logic_types.png
Scale: 4 px per um.
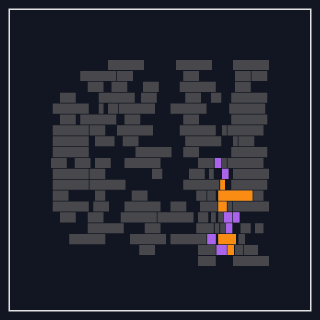
clk_routes.png
Scale: 4 px per um.
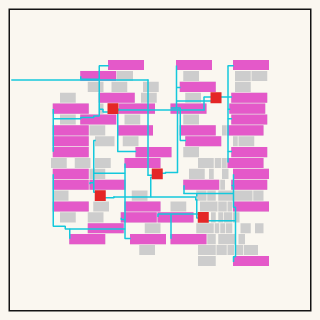
wires.png
Scale: 6 px per um.
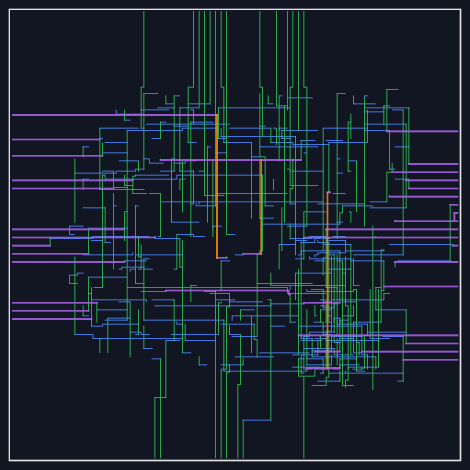
clocks.png
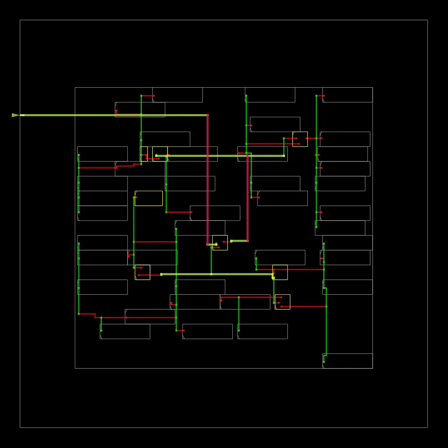
$ cat config.mk
export PLATFORM = sky130hd
export DESIGN_NAME = tdm_demux
export DESIGN_NICKNAME = d
export VERILOG_FILES = /design/src/rtl/tdm_demux.sv
export SDC_FILE = /design/constraint.sdc
export NUM_CORES = 1
export LEC_CHECK = 0
export CORE_MARGIN = 10
export CORE_UTILIZATION = 53
export DETAILED_ROUTE_END_ITERATION = 16
export DONT_BUFFER_PORTS = 1
export PLACE_DENSITY = 0.75
export SLEW_MARGIN = 5
export SYNTH_ARGS = -nofsm -noshare
export SYNTH_HDL_FRONTEND = slang
export SYNTH_SLANG_ARGS = --single-unit
$ cat constraint.sdc
create_clock -name clk -period 4.16 [get_ports clk]
set_input_delay 1.04 -clock clk [delete_from_list [all_inputs] [get_ports clk]]
set_output_delay 1.04 -clock clk [all_outputs]
set_load 0.005 [all_outputs]
$ cat src/rtl/tdm_demux.sv
// tdm_demux: routes a time-multiplexed sample stream into NCH per-channel
// registers. A two-state framer (HUNT/LOCK) aligns to frame_sync, tracks the
// next channel index in sel, and flags framing violations on frame_err.
//
// Handshake: din_valid qualifies din/frame_sync for exactly the cycle it is
// high; there is no back-pressure, so every valid sample is consumed on the
// edge it is presented. ch_valid/frame_done/frame_err are single-cycle
// registered pulses describing the sample consumed on the previous edge.
// The framer state is visible on locked (1 = LOCK, 0 = HUNT).
module tdm_demux #(
  parameter int WIDTH = 8,
  parameter int NCH   = 4,
  localparam int SEL_W = (NCH > 1) ? $clog2(NCH) : 1
) (
  input  logic                   clk,
  input  logic                   rst_n,
  input  logic [WIDTH-1:0]       din,
  input  logic                   din_valid,
  input  logic                   frame_sync,
  output logic [NCH*WIDTH-1:0]   dout,
  output logic [NCH-1:0]         ch_valid,
  output logic [SEL_W-1:0]       sel,
  output logic                   locked,
  output logic                   frame_done,
  output logic                   frame_err
);

  typedef enum logic {HUNT = 1'b0, LOCK = 1'b1} state_t;

  localparam logic [SEL_W-1:0] LAST_CH = SEL_W'(NCH - 1);
  localparam logic [SEL_W-1:0] CH0     = '0;
  localparam logic [SEL_W-1:0] CH1     = SEL_W'(1);

  state_t           state, nxt_state;
  logic [SEL_W-1:0] nxt_sel;
  logic             wr_en;
  logic [SEL_W-1:0] wr_ch;
  logic             err;

  // State register: framer state and the next-channel pointer.
  always_ff @(posedge clk or negedge rst_n) begin
    if (!rst_n) begin
      state <= HUNT;
      sel   <= '0;
    end else begin
      state <= nxt_state;
      sel   <= nxt_sel;
    end
  end

  // Next-state logic: a sync always restarts the frame at channel 1; a
  // missing sync where channel 0 was expected drops back to HUNT.
  always_comb begin
    nxt_state = state;
    nxt_sel   = sel;
    if (din_valid) begin
      unique case (state)
        HUNT: begin
          if (frame_sync) begin
            nxt_state = LOCK;
            nxt_sel   = CH1;
          end
        end
        LOCK: begin
          if (frame_sync) begin
            nxt_sel = CH1;
          end else if (sel == CH0) begin
            nxt_state = HUNT;
          end else if (sel == LAST_CH) begin
            nxt_sel = CH0;
          end else begin
            nxt_sel = sel + CH1;
          end
        end
        default: nxt_state = HUNT;
      endcase
    end
  end

  // Output decode: which channel (if any) this sample writes, and whether
  // it violates framing (early sync or missing sync).
  always_comb begin
    wr_en = 1'b0;
    wr_ch = CH0;
    err   = 1'b0;
    if (din_valid) begin
      unique case (state)
        HUNT: begin
          wr_en = frame_sync;
        end
        LOCK: begin
          if (frame_sync) begin
            wr_en = 1'b1;
            err   = (sel != CH0);
          end else if (sel == CH0) begin
            err   = 1'b1;
          end else begin
            wr_en = 1'b1;
            wr_ch = sel;
          end
        end
        default: ;
      endcase
    end
  end

  // Registered outputs: channel data, one-hot update strobe and frame flags.
  always_ff @(posedge clk or negedge rst_n) begin
    if (!rst_n) begin
      dout       <= '0;
      ch_valid   <= '0;
      frame_done <= 1'b0;
      frame_err  <= 1'b0;
    end else begin
      for (int k = 0; k < NCH; k++) begin
        if (wr_en && (wr_ch == SEL_W'(k))) begin
          dout[k*WIDTH +: WIDTH] <= din;
        end
      end
      ch_valid   <= wr_en ? (NCH'(1) << wr_ch) : '0;
      frame_done <= wr_en && (wr_ch == LAST_CH);
      frame_err  <= err;
    end
  end

  assign locked = (state == LOCK);

endmodule

==> Slide: Implementation Results <==
Synthesis and Place & Route Summary

Pwr
  • Switching part of the total power: 32.02%
  • Clock power share: between 15 and 20%
  • Psw: 0.3681 mW
  • Max VDD drop: between 0.3 and 0.4 mV
  • Power Dens Cells: around 680 nW/um^2
  • Sequential group share of total power: roughly three fifths
  • Total power: ~1.1 mW

Synthesis
  • Async set-reset flop share out of synthesis: 100.0%
  • Synth Seq Share: 62.50%
  • Largest area contributor in the netlist: dfrtp_1
  • Cell Area, Synth: approximately 1600 um^2
  • Most frequent cell after synthesis: dfrtp_1
  • Primary FF master, synth: dfrtp_1
  • Synth top area cells: dfrtp_1 63%, mux2_2 22%, ha_1 3.1%
  • Syn_area_per_cell: 14.97 um^2
  • Commonest cells post-synth: 40 x dfrtp_1, 32 x mux2_2, 7 x inv_1
  • Yosys chip area: 1602 um^2

Floorplan
  • Chip area: ~5600 um^2

Setup path
  • Crit-path cells: inv_1, ha_1, nor3b_2, nand3_2, nor4b_4, mux2_2
  • Max incr delay on CP: around 0.64 ns
  • Reg2Reg Capture Point: dout[19]
  • Max FO, Critical Path: 9
  • Setup CP Type: reg2reg
  • Worst Path Buf+Inv: 1
  • Worst Setup End Kind: register

Clock tree
  • Root buf cell: clkbuf_4
  • Sink Count: around 40
  • CTS Hold Buffers Added: 0
  • Clock slew seen by the registers of the worst setup and hold paths: 0.11 ns
  • Max H-tree Level: 2
  • CTS Buffer Depth: 2
  • Post-CTS setup buffers: 0

Job
  • Max Cap Violations: 0

Cells and area
  • Final Util: 59.62%
  • Largest Register: dout
  • Fin nets: 127
  • Largest registers: dout: 32 flops, ch_valid: 4 flops, sel: 2 flops
  • Final instance area: 1687 um^2
  • Antenna Cells: 0

GRT
  • Global router's overall resource usage: around 12%
  • Total gr overflow: 0

Final timing
  • Skew final: between 0.005 and 0.006 ns
  • Final WS setup: around 1.7 ns
  • RSZ-0062 raised after global routing: no
  • Fin crit period: about 2.4 ns
  • Slew @ Worst Pin: between 0.7 and 0.8 ns

Hold path
  • Min-delay worst type: in2async

Status
  • Status: completed

Drt
  • Via/cell ratio: just over 6
## Picture notes: logic_types.png
| family | colour | cells |
|---|---|---|
| NOR gates | orange | 5 |
| inverting AOI/OAI gates | purple | 7 |

## Picture notes: clk_routes.png
[clock wires] cyan | length: 417 um
[flip-flops] magenta | count: 40
[clock drivers] red | count: 5
routed clock nets: 6

## Picture notes: wires.png
| layer | colour | wire length |
|---|---|---|
| metal 3 | purple | 488 um |
| metal 4 | orange | 68.7 um |
| metal 2 | green | 1650 um |
| metal 1 | blue | 1080 um |

## Picture notes: clocks.png
clk latency late pin: 0.34 ns
layout clock buffer count: 7

-- cells by family after synthesis --
kind of cell | after synthesis | synth area share [%]
adders and majority gates | 4 | 3.125
DFF | 40 | 62.50
muxes | 32 | 22.50
buffers and inverters | 10 | 2.656
and+or+nand+nor | 13 | 6.250
AOI/OAI and AO/OA | 8 | 2.969
-- layer usage --
layer	global-route usage, %	vias to the layer above	share of wire, %
li1	-	383	-
met1	11.47	437	33
met2	19.81	44	50
met3	8.147	6	15
met4	5.882	0	2.1
met5	0	-	0
-- final cells by class --
type / count / area [um^2] / area share, %
sequential: 40 / 1001 / 59.35
multi-input combinational: 57 / 558.0 / 33.09
clock buffer: 7 / 55.05 / 3.264
tap: 31 / 38.79 / 2.300
inverter: 7 / 26.28 / 1.558
clock inverter: 1 / 7.507 / 0.4451
Power is estimated from default activity; no workload was simulated.
